**config.mk**
```make
export PLATFORM = sky130hd
export DESIGN_NAME = k12_exec_ctrl
export DESIGN_NICKNAME = d
export VERILOG_FILES = /design/src/rtl/k12_exec_ctrl.sv
export SDC_FILE = /design/constraint.sdc
export NUM_CORES = 1
export LEC_CHECK = 0
export CAP_MARGIN = 20
export CORE_MARGIN = 3
export CORE_UTILIZATION = 30
export CTS_CLUSTER_SIZE = 12
export DETAILED_ROUTE_END_ITERATION = 10
export GPL_TIMING_DRIVEN = 0
export PLACE_DENSITY = 0.74
export SYNTH_ARGS = -nofsm -noshare
export SYNTH_HDL_FRONTEND = slang
export SYNTH_SLANG_ARGS = --single-unit
```
**constraint.sdc**
```tcl
create_clock -name clock -period 1.3 [get_ports clock]
set_input_delay 0.325 -clock clock [delete_from_list [all_inputs] [get_ports clock]]
set_output_delay 0.325 -clock clock [all_outputs]
set_load 0.05 [all_outputs]
```
**src/rtl/k12_exec_ctrl.sv**
```systemverilog
// Multi-cycle fetch/execute sequencer for the K12 8-bit ALU datapath.
// Optional single-step mode is enabled by defining K12_EXEC_CTRL_SINGLE_STEP_EN.
module k12_exec_ctrl #(
    parameter logic [7:0] RESET_PC  = 8'h00,
    parameter logic [7:0] ACC_RESET = 8'h00
) (
    input  logic        clock,
    input  logic        reset,
`ifdef K12_EXEC_CTRL_SINGLE_STEP_EN
    input  logic        step,
`endif
    output logic        imem_req,
    output logic [7:0]  imem_addr,
    input  logic        imem_ack,
    input  logic [15:0] imem_data,
    output logic [1:0]  rf_raddr,
    input  logic [7:0]  rf_rdata,
    output logic        rf_we,
    output logic [1:0]  rf_waddr,
    output logic [7:0]  rf_wdata,
    output logic [7:0]  alu_a,
    output logic [7:0]  alu_b,
    output logic [15:0] alu_inst,
    input  logic [7:0]  alu_res,
    input  logic        alu_cond,
    output logic [7:0]  pc,
    output logic        retired,
    output logic        halted
);

`ifdef K12_EXEC_CTRL_SINGLE_STEP_EN
    typedef enum logic [1:0] {S_FETCH, S_EXEC, S_HALT, S_STEP_WAIT} state_t;
`else
    typedef enum logic [1:0] {S_FETCH, S_EXEC, S_HALT} state_t;
`endif

    state_t      r_state;
    logic [7:0]  r_pc;
    logic [7:0]  r_acc;
    logic [15:0] r_ir;

    logic [1:0]  w_class;
    logic        w_is_halt;
    logic [7:0]  w_pc_next;

    assign w_class   = r_ir[15:14];
    assign w_is_halt = (w_class == 2'b11) && r_ir[11];

    always_comb begin
        w_pc_next = r_pc + 8'd1;
        case (w_class)
            2'b01:   if (alu_cond) w_pc_next = r_pc + 8'd2;
            2'b11:   w_pc_next = r_ir[11] ? r_pc : r_ir[7:0];
            default: w_pc_next = r_pc + 8'd1;
        endcase
    end

    always_ff @(posedge clock or posedge reset) begin
        if (reset) begin
            r_state <= S_FETCH;
            r_pc    <= RESET_PC;
            r_acc   <= ACC_RESET;
            r_ir    <= 16'h0000;
        end else begin
            case (r_state)
                S_FETCH: begin
                    if (imem_ack) begin
                        r_ir    <= imem_data;
                        r_state <= S_EXEC;
                    end
                end
                S_EXEC: begin
                    r_pc <= w_pc_next;
                    if (w_class == 2'b00) r_acc <= alu_res;
                    if (w_is_halt)
                        r_state <= S_HALT;
                    else
`ifdef K12_EXEC_CTRL_SINGLE_STEP_EN
                        r_state <= S_STEP_WAIT;
`else
                        r_state <= S_FETCH;
`endif
                end
`ifdef K12_EXEC_CTRL_SINGLE_STEP_EN
                S_STEP_WAIT: begin
                    if (step) r_state <= S_FETCH;
                end
`endif
                default: r_state <= S_HALT;
            endcase
        end
    end

    // The reset term keeps the request low while reset is held, since the
    // state register already reads FETCH during that time.
    assign imem_req  = (r_state == S_FETCH) && !reset;
    assign imem_addr = r_pc;
    assign rf_raddr  = r_ir[1:0];
    assign rf_we     = (r_state == S_EXEC) && (w_class == 2'b10);
    assign rf_waddr  = r_ir[1:0];
    assign rf_wdata  = r_acc;
    assign alu_a     = r_acc;
    assign alu_b     = rf_rdata;
    assign alu_inst  = r_ir;
    assign pc        = r_pc;
    assign retired   = (r_state == S_EXEC) && !w_is_halt;
    assign halted    = (r_state == S_HALT);

endmodule

```
==> images/layer_met4.png <==
The bar under the picture is 20 µm long. Supply wires on this layer in gray. Cells faint in the background.
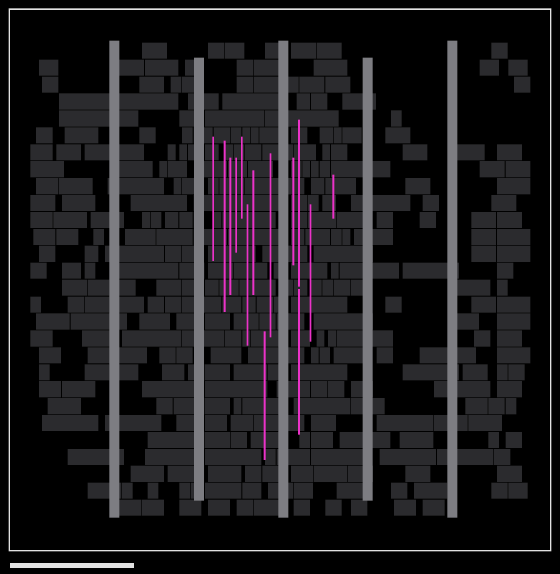
The layer carries 284 µm of wire. The layer holds 4.3% of the routed length. 13 nets have wire on it. The wires run mostly vertical. The longest straight run is 29.2 µm.

==> images/layer_met1.png <==
Supply wires on this layer in gray.
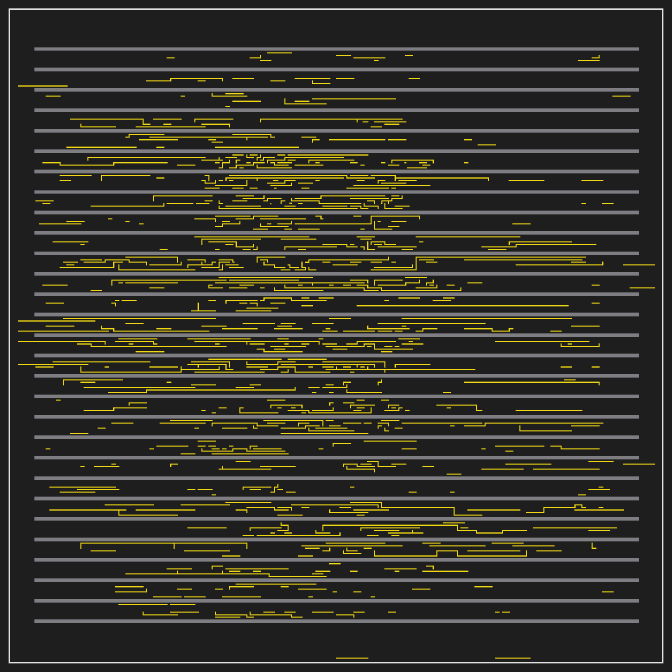
The layer holds 39% of the routed length. The longest straight run is 28.1 µm. The wires run mostly horizontal. The layer carries 2,590 µm of wire.

==> reports/results.ini <==
[logic_synthesis]
ys_seq_frac = 0.4345
synth_flops = 34
area_leaders = dfrtp_1, mux2_2, buf_4
synth_top_flop_cell = dfrtp_1
ys_sh_aoi = 0.1387
synth-simple-area-share = 0.1265
ys_types = 43
synth_area_um2 = 1958

[sta]
finClkSkew_ps = 6.476
setup_ws_ps = -338.3
worstMarginPinSlew_ps = 694.9
period_needed_ps = 1638
tns_ps = -7824
setup_viol = 49

[run]
drv_cap = 0

[setup_path]
r2r_slack_ps = -300
max_stage_delay_ps = 410
crit_path_top_delay_cell = dfrtp_2
crit_end = retired

[run_status]
status = complete, but fails checks
violations = negative setup slack

[global_route]
grt_max_degree = 20

[drt]
totalWireLength_um = 6642
drtPass1Iterations = 4
drc = 0

[min_path]
hold_depth = 1

[floorplan]
taps = 75
core_um2 = 6131
dieArea_um2 = 7533

[placement]
dp.final_hpwl_um = 3917

[finish]
sh_comb_area = 0.2700
finish.instance_area_um2 = 3980
final_cell_mix = buf_4, buf_6, clkdlybuf4s50_1, buf_8, mux2_4

[power]
power_leader = combinational logic

==> images/congestion.png <==
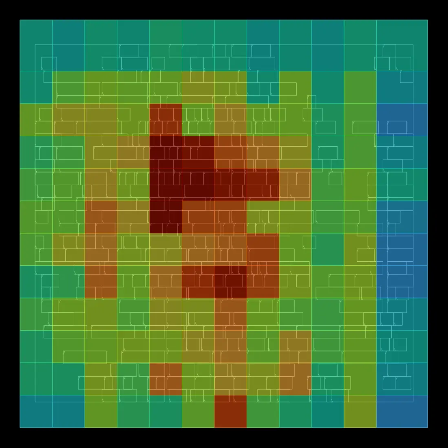
Total GRT Usage: 0.1592
DR WL/cell: 15.89 µm
post-layout utilization of the core: 0.6492
grt met3 use: 0.03897
met1 GRT Util: 0.2019

